### src/rtl/yuv_upsample_csc.sv
// 4:2:2 YUV pair stream to 4:4:4 RGB pixel stream: 6-tap chroma upsampling
// followed by BT.601 limited-range colour conversion with saturation.
module yuv_upsample_csc #(
    parameter int LINE_PAIRS = 160,
    parameter int INTERP     = 1
) (
    input  logic       Clock,
    input  logic       Reset,
    input  logic       in_valid,
    output logic       in_ready,
    input  logic [7:0] in_y_even,
    input  logic [7:0] in_y_odd,
    input  logic [7:0] in_u,
    input  logic [7:0] in_v,
    output logic       out_valid,
    input  logic       out_ready,
    output logic [7:0] out_r,
    output logic [7:0] out_g,
    output logic [7:0] out_b,
    output logic       out_last
);
    localparam int CW = $clog2(LINE_PAIRS + 1);
    localparam logic [CW-1:0] ZERO      = {CW{1'b0}};
    localparam logic [CW-1:0] ONE       = {{(CW-1){1'b0}}, 1'b1};
    localparam logic [CW-1:0] FILL_LAST = CW'(2);
    localparam logic [CW-1:0] LAST_PAIR = CW'(LINE_PAIRS - 1);

    typedef enum logic [1:0] {S_FILL = 2'd0, S_RUN = 2'd1, S_FLUSH = 2'd2} state_t;

    function automatic logic [7:0] clip8(input logic signed [31:0] x);
        logic [7:0] r;
        if (x < 32'sd0) r = 8'd0;
        else if (x > 32'sd255) r = 8'd255;
        else r = x[7:0];
        return r;
    endfunction

    function automatic logic [7:0] fir6(input logic [7:0] a0, a1, a2, a3, a4, a5);
        logic signed [19:0] s05, s14, s23, acc, sh;
        s05 = $signed({12'd0, a0}) + $signed({12'd0, a5});
        s14 = $signed({12'd0, a1}) + $signed({12'd0, a4});
        s23 = $signed({12'd0, a2}) + $signed({12'd0, a3});
        acc = (20'sd21 * s05) - (20'sd52 * s14) + (20'sd159 * s23) + 20'sd128;
        sh  = acc >>> 8;
        return clip8({{12{sh[19]}}, sh});
    endfunction

    state_t                state_q, state_d;
    logic [CW-1:0]         in_cnt_q, in_cnt_d;
    logic [1:0]            fl_q, fl_d;
    logic                  pend_q, pend_d, in_ready_q, in_ready_d;
    logic                  shift_s, preload_s, flush_shift_s;
    logic [7:0]            uw_q [6];
    logic [7:0]            vw_q [6];
    logic [7:0]            yew_q [4];
    logic [7:0]            yow_q [4];
    logic                  f_valid_q, f_phase_q, f_last_q;
    logic [7:0]            f_ye_q, f_yo_q, f_ue_q, f_ve_q, f_uo_q, f_vo_q;
    logic [7:0]            uo_s, vo_s, sel_y_s, sel_u_s, sel_v_s;
    logic signed [31:0]    yd_s, ud_s, vd_s;
    logic                  m_valid_q, m_last_q;
    logic signed [31:0]    m_yc_q, m_rv_q, m_gu_q, m_gv_q, m_bu_q;
    logic                  out_valid_q, out_last_q;
    logic [7:0]            out_r_q, out_g_q, out_b_q;
    logic                  accept_s, o_adv_s, m_free_s, m_load_s, f_free_s, f_load_s;

    assign accept_s = in_valid && in_ready_q;
    assign o_adv_s  = !out_valid_q || out_ready;
    assign m_free_s = !m_valid_q || o_adv_s;
    assign m_load_s = f_valid_q && m_free_s;
    assign f_free_s = !f_valid_q || (m_load_s && f_phase_q);
    assign f_load_s = pend_q && f_free_s;

    assign in_ready  = in_ready_q;
    assign out_valid = out_valid_q;
    assign out_last  = out_last_q;
    assign out_r     = out_r_q;
    assign out_g     = out_g_q;
    assign out_b     = out_b_q;

    // Row sequencing: window shift requests and next state; pend marks an uncaptured pair at tap 2.
    always_comb begin
        state_d       = state_q;
        in_cnt_d      = in_cnt_q;
        fl_d          = fl_q;
        pend_d        = pend_q && !f_load_s;
        shift_s       = 1'b0;
        preload_s     = 1'b0;
        flush_shift_s = 1'b0;
        case (state_q)
            S_FILL: begin
                if (accept_s) begin
                    shift_s   = 1'b1;
                    preload_s = (in_cnt_q == ZERO);
                    in_cnt_d  = in_cnt_q + ONE;
                    if (in_cnt_q == FILL_LAST) state_d = S_RUN;
                    else state_d = S_FILL;
                end else begin
                    state_d = S_FILL;
                end
            end
            S_RUN: begin
                if (accept_s) begin
                    shift_s  = 1'b1;
                    pend_d   = 1'b1;
                    in_cnt_d = in_cnt_q + ONE;
                    if (in_cnt_q == LAST_PAIR) begin
                        state_d = S_FLUSH;
                        fl_d    = 2'd0;
                    end else begin
                        state_d = S_RUN;
                    end
                end else begin
                    state_d = S_RUN;
                end
            end
            S_FLUSH: begin
                // Right edge: re-insert the last chroma sample until the final pair is captured.
                if (f_load_s && (fl_q != 2'd3)) begin
                    shift_s       = 1'b1;
                    flush_shift_s = 1'b1;
                    pend_d        = 1'b1;
                    fl_d          = fl_q + 2'd1;
                end else begin
                    fl_d = fl_q;
                end
                if (out_valid_q && out_ready && out_last_q) begin
                    state_d  = S_FILL;
                    in_cnt_d = ZERO;
                    fl_d     = 2'd0;
                end else begin
                    state_d = S_FLUSH;
                end
            end
            default: state_d = S_FILL;
        endcase
        in_ready_d = !pend_d && (state_d != S_FLUSH);
    end

    // Control state registers.
    always_ff @(posedge Clock or posedge Reset) begin
        if (Reset) begin
            state_q    <= S_FILL;
            in_cnt_q   <= ZERO;
            fl_q       <= 2'd0;
            pend_q     <= 1'b0;
            in_ready_q <= 1'b0;
        end else begin
            state_q    <= state_d;
            in_cnt_q   <= in_cnt_d;
            fl_q       <= fl_d;
            pend_q     <= pend_d;
            in_ready_q <= in_ready_d;
        end
    end

    // Chroma window taps 0..5 = k-2..k+3; Y taps 0..3 = pairs k..k+3.
    always_ff @(posedge Clock or posedge Reset) begin
        if (Reset) begin
            for (int i = 0; i < 6; i++) begin
                uw_q[i] <= 8'd0;
                vw_q[i] <= 8'd0;
            end
            for (int i = 0; i < 4; i++) begin
                yew_q[i] <= 8'd0;
                yow_q[i] <= 8'd0;
            end
        end else if (shift_s) begin
            for (int i = 0; i < 5; i++) begin
                uw_q[i] <= preload_s ? in_u : uw_q[i+1];
                vw_q[i] <= preload_s ? in_v : vw_q[i+1];
            end
            uw_q[5] <= flush_shift_s ? uw_q[5] : in_u;
            vw_q[5] <= flush_shift_s ? vw_q[5] : in_v;
            for (int i = 0; i < 3; i++) begin
                yew_q[i] <= yew_q[i+1];
                yow_q[i] <= yow_q[i+1];
            end
            yew_q[3] <= flush_shift_s ? yew_q[3] : in_y_even;
            yow_q[3] <= flush_shift_s ? yow_q[3] : in_y_odd;
        end else begin
            uw_q[0] <= uw_q[0];
        end
    end

    // Odd-pixel chroma for the pair at tap 2.
    always_comb begin
        if (INTERP != 0) begin
            uo_s = fir6(uw_q[0], uw_q[1], uw_q[2], uw_q[3], uw_q[4], uw_q[5]);
            vo_s = fir6(vw_q[0], vw_q[1], vw_q[2], vw_q[3], vw_q[4], vw_q[5]);
        end else begin
            uo_s = uw_q[2];
            vo_s = vw_q[2];
        end
    end

    // Filter stage: one full pair, drained even-then-odd into the multiply stage.
    always_ff @(posedge Clock or posedge Reset) begin
        if (Reset) begin
            f_valid_q <= 1'b0;
            f_phase_q <= 1'b0;
            f_last_q  <= 1'b0;
            f_ye_q    <= 8'd0;
            f_yo_q    <= 8'd0;
            f_ue_q    <= 8'd0;
            f_ve_q    <= 8'd0;
            f_uo_q    <= 8'd0;
            f_vo_q    <= 8'd0;
        end else if (f_load_s) begin
            f_valid_q <= 1'b1;
            f_phase_q <= 1'b0;
            f_last_q  <= (state_q == S_FLUSH) && (fl_q == 2'd3);
            f_ye_q    <= yew_q[0];
            f_yo_q    <= yow_q[0];
            f_ue_q    <= uw_q[2];
            f_ve_q    <= vw_q[2];
            f_uo_q    <= uo_s;
            f_vo_q    <= vo_s;
        end else if (m_load_s) begin
            f_phase_q <= !f_phase_q;
            f_valid_q <= !f_phase_q;
        end else begin
            f_valid_q <= f_valid_q;
        end
    end

    // Pixel operand selection and offset removal.
    always_comb begin
        sel_y_s = f_phase_q ? f_yo_q : f_ye_q;
        sel_u_s = f_phase_q ? f_uo_q : f_ue_q;
        sel_v_s = f_phase_q ? f_vo_q : f_ve_q;
        yd_s    = $signed({24'd0, sel_y_s}) - 32'sd16;
        ud_s    = $signed({24'd0, sel_u_s}) - 32'sd128;
        vd_s    = $signed({24'd0, sel_v_s}) - 32'sd128;
    end

    // Multiply stage.
    always_ff @(posedge Clock or posedge Reset) begin
        if (Reset) begin
            m_valid_q <= 1'b0;
            m_last_q  <= 1'b0;
            m_yc_q    <= 32'sd0;
            m_rv_q    <= 32'sd0;
            m_gu_q    <= 32'sd0;
            m_gv_q    <= 32'sd0;
            m_bu_q    <= 32'sd0;
        end else if (m_load_s) begin
            m_valid_q <= 1'b1;
            m_last_q  <= f_last_q && f_phase_q;
            m_yc_q    <= 32'sd76284 * yd_s;
            m_rv_q    <= 32'sd104595 * vd_s;
            m_gu_q    <= 32'sd25624 * ud_s;
            m_gv_q    <= 32'sd53281 * vd_s;
            m_bu_q    <= 32'sd132251 * ud_s;
        end else if (o_adv_s) begin
            m_valid_q <= 1'b0;
        end else begin
            m_valid_q <= m_valid_q;
        end
    end

    // Sum, shift and saturate into the output registers; held while stalled.
    always_ff @(posedge Clock or posedge Reset) begin
        if (Reset) begin
            out_valid_q <= 1'b0;
            out_last_q  <= 1'b0;
            out_r_q     <= 8'd0;
            out_g_q     <= 8'd0;
            out_b_q     <= 8'd0;
        end else if (o_adv_s) begin
            out_valid_q <= m_valid_q;
            out_last_q  <= m_valid_q && m_last_q;
            if (m_valid_q) begin
                out_r_q <= clip8((m_yc_q + m_rv_q) >>> 16);
                out_g_q <= clip8((m_yc_q - m_gu_q - m_gv_q) >>> 16);
                out_b_q <= clip8((m_yc_q + m_bu_q) >>> 16);
            end else begin
                out_r_q <= out_r_q;
            end
        end else begin
            out_valid_q <= out_valid_q;
        end
    end
endmodule

### config.mk
export PLATFORM = sky130hd
export DESIGN_NAME = yuv_upsample_csc
export DESIGN_NICKNAME = d
export VERILOG_FILES = /design/src/rtl/yuv_upsample_csc.sv
export SDC_FILE = /design/constraint.sdc
export NUM_CORES = 2
export LEC_CHECK = 0
export CAP_MARGIN = 20
export CORE_ASPECT_RATIO = 0.5
export CORE_MARGIN = 2
export CORE_UTILIZATION = 60
export DETAILED_ROUTE_END_ITERATION = 16
export PLACE_DENSITY_LB_ADDON = 0.12
export SYNTH_ARGS = -nofsm -noshare
export SYNTH_HDL_FRONTEND = slang
export SYNTH_SLANG_ARGS = --single-unit
### constraint.sdc
create_clock -name Clock -period 21.4 [get_ports Clock]
set_clock_uncertainty 0.1 [all_clocks]
set_input_delay 4.28 -clock Clock [delete_from_list [all_inputs] [get_ports Clock]]
set_output_delay 4.28 -clock Clock [all_outputs]
set_load 0.005 [all_outputs]
==> results.tsv <==
stage	metric	value	unit
final_timing	whs	0.369	ns
final_layout	reg_top3	uw_q x48, vw_q x48	
placement	post_dp_cell_area	0.0385	mm^2
critical_path	critical_path.startpoint	vw_q[9]$_DFFE_PP0P_	
logic_synthesis	topCellsByArea	dfrtp_1, ha_1, fa_1	
final_layout	lay_top_cells	ha_1, inv_1, dfrtp_1, nand2_1, a21oi_1	
clock_tree	cts_hold_repair.buffers	0	
final_layout	nNonClkBuffers	77	
flow_run	maxCapViolations	0	
die	die_height	179	um
final_timing	slew_viol_final	0	
final_timing	fin_tns_setup	0	ns
hold_path	hold_depth	2	
die	die_area	0.0637	mm^2
final_layout	drive_gt1_share	5.53	%
final_layout	nNetsFinal	4920	
hold_path	min_from	f_yo_q[0]$_DFFE_PP0P_	
critical_path	crit_end	f_vo_q[3]$_DFFE_PP0P_	
global_routing	use_met3	3.15	%
global_routing	grt_max_degree	210	
final_layout	fill_cells	5063	
critical_path	arrival	8.81	ns
critical_path	cp.depth	33	
hold_path	min_path_type	reg -> reg	
flow_run	warnings	57	
global_routing	use_met2	43.5	%
clock_tree	post_cts_resized	0	
placement	dp_hpwl	64200	um
logic_synthesis	adder_share	36.5	%
final_layout	lay_top_count	ha_1	
die	num_tap_cells	825	
critical_path	cp_num_buf_inv	4	
clock_tree	htree_num_levels	2	
final_timing	tightest_slew	1.09	ns
route	drt_iter0_drc	1453	
logic_synthesis	synth_area_per_cell	9.47	um^2
clock_tree	clk_pin_slew	0.07	ns
critical_path	r2r_cells	33	
final_layout	num_antenna_cells	0	
logic_synthesis	numSynthFlops	376	
final_layout	bufAreaShareNonClock	1.96	%
logic_synthesis	netlist_instances	3901	
final_layout	mi_logic_area	0.0250	mm^2
logic_synthesis	yosys_area	0.0369	mm^2
die	die_x	355	um
outcome	status	finished clean	
logic_synthesis	ys_warn_count	0	
logic_synthesis	netlist_area	0.0369	mm^2
logic_synthesis	simple_gate_area_share	9.21	%
critical_path	cp_top_family	adder cells	
final_timing	setup_slack	12.92	ns
final_layout	final_util	65.1	%
placement	gp_congestion	0.889	
route	wl_met2	36900	um
critical_path	rrSetupSlack	12.92	ns
final_layout	nMultiInputCombCells	2830	
critical_path	crit_path_end_kind	register	
logic_synthesis	top_area_share	25.5	%
logic_synthesis	synth-async-reset-ratio	100	%
final_timing	fmax	118	MHz
route	firstDrtPassIters	7	
logic_synthesis	synthFlopType	dfrtp_1	
logic_synthesis	ys_types	81	
clock_tree	tritoncts	yes	
final_layout	final_cell_area	0.0397	mm^2
placement	port_buffers	62	
final_layout	biggestCellCategory	combinational gates	
route	route.detailed.drc	0	
logic_synthesis	ys_cells	3901	
route	vias_per_cell	5.60	
critical_path	crit_path_start_kind	register	
critical_path	reg2reg_to	f_vo_q[3]$_DFFE_PP0P_	
final_layout	clkbuf_count	53	
final_timing	setup_viol	0	
logic_synthesis	logic_family	adder cells	
final_layout	sh_comb_area	62.8	%
global_routing	grt.busiest_layer	met2	
final_timing	rsz0062_at_grt	false	
final_timing	min_period	8.48	ns
global_routing	grt_overflow	0	
global_routing	antenna_found_initial	2	
final_layout	layout.cells.non_filler	4787	
logic_synthesis	most_common_cell	ha_1	
route	route.met3.wl	3400	um
global_routing	grt_pass1_wl	136000	um
logic_synthesis	ys_sh_xor	4.95	%
critical_path	cpPeakStageDelay	0.55	ns
logic_synthesis	yosys.area.top_type	dfrtp_1	
logic_synthesis	ys_seq_share	25.5	%
clock_tree	cts_root_buf	clkbuf_16	
route	ant_nets	0	
hold_path	hold_end	f_yo_q[0]$_DFFE_PP0P_	
critical_path	worstPathMaxFanout	8	
critical_path	critPathSlowestCell	fa_1	
critical_path	rr_startpoint	vw_q[9]$_DFFE_PP0P_	
final_layout	sh_seq_area	23.7	%
final_timing	relSlewSlack	27.0	%
critical_path	cpMostUsedCell	ha_1	
final_layout	area_growth	7.58	%
clock_tree	cts_buffers	37	
critical_path	worstPathRequired	21.74	ns
final_layout	inv_count	613	
global_routing	grt_pass1_vias	27400	
die	rows	64	
die	initCoreUtil	60.5	%
clock_tree	cts.sinks	376	
route	top_layer	met4	
placement	post-place-cells	4720	
final_layout	flop_area	0.00941	mm^2
logic_synthesis	syn_nets	4886	
critical_path	path_class	reg -> reg	
final_timing	hold_viol_final	0	
placement	pre_cts_slack	13.03	ns
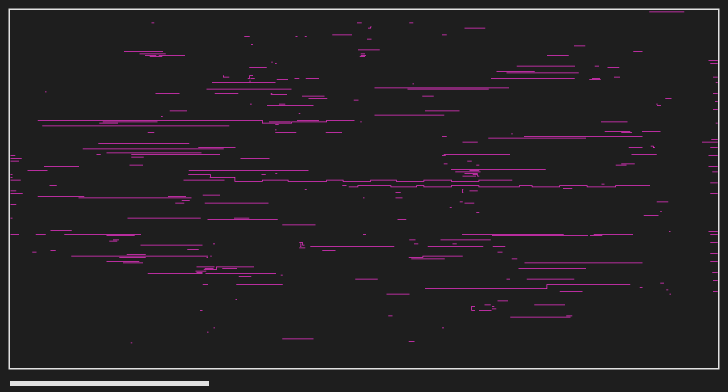
*Metal 3*
Scale bar: 100 um.
main direction = horizontal
share of all routed wire = 4.2%
nets with wire on the layer = 191
longest straight run = 113 um

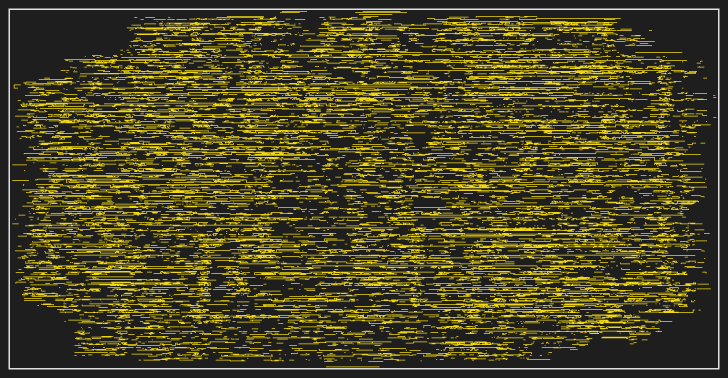
*Met1 routing*
main direction = horizontal
share of all routed wire = 48%
via count: 26800
WL final: 80500 um

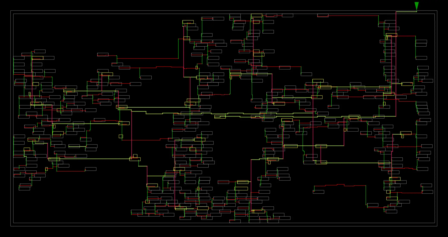
*The clock network*
Clk Latency, worst-skew pair: 0.58 ns
Flop Count: 376

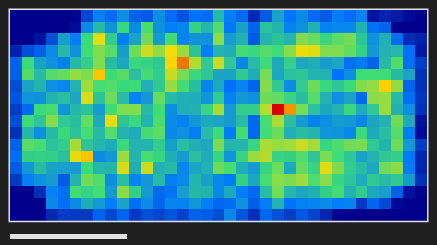
*Wire density map*
Scale bar: 100 um. 35 x 18 tiles, from dark blue (low) to red (high), scaled to the fullest tile. Values are wire area over tile area, all layers added.
mean over tiles = 0.20
tiles over half the peak = 22%
fullest tile = 0.54
nearly empty tiles = 5.9%
average wire per standard cell: 16.8 um
GRT Util Overall: 26.0%

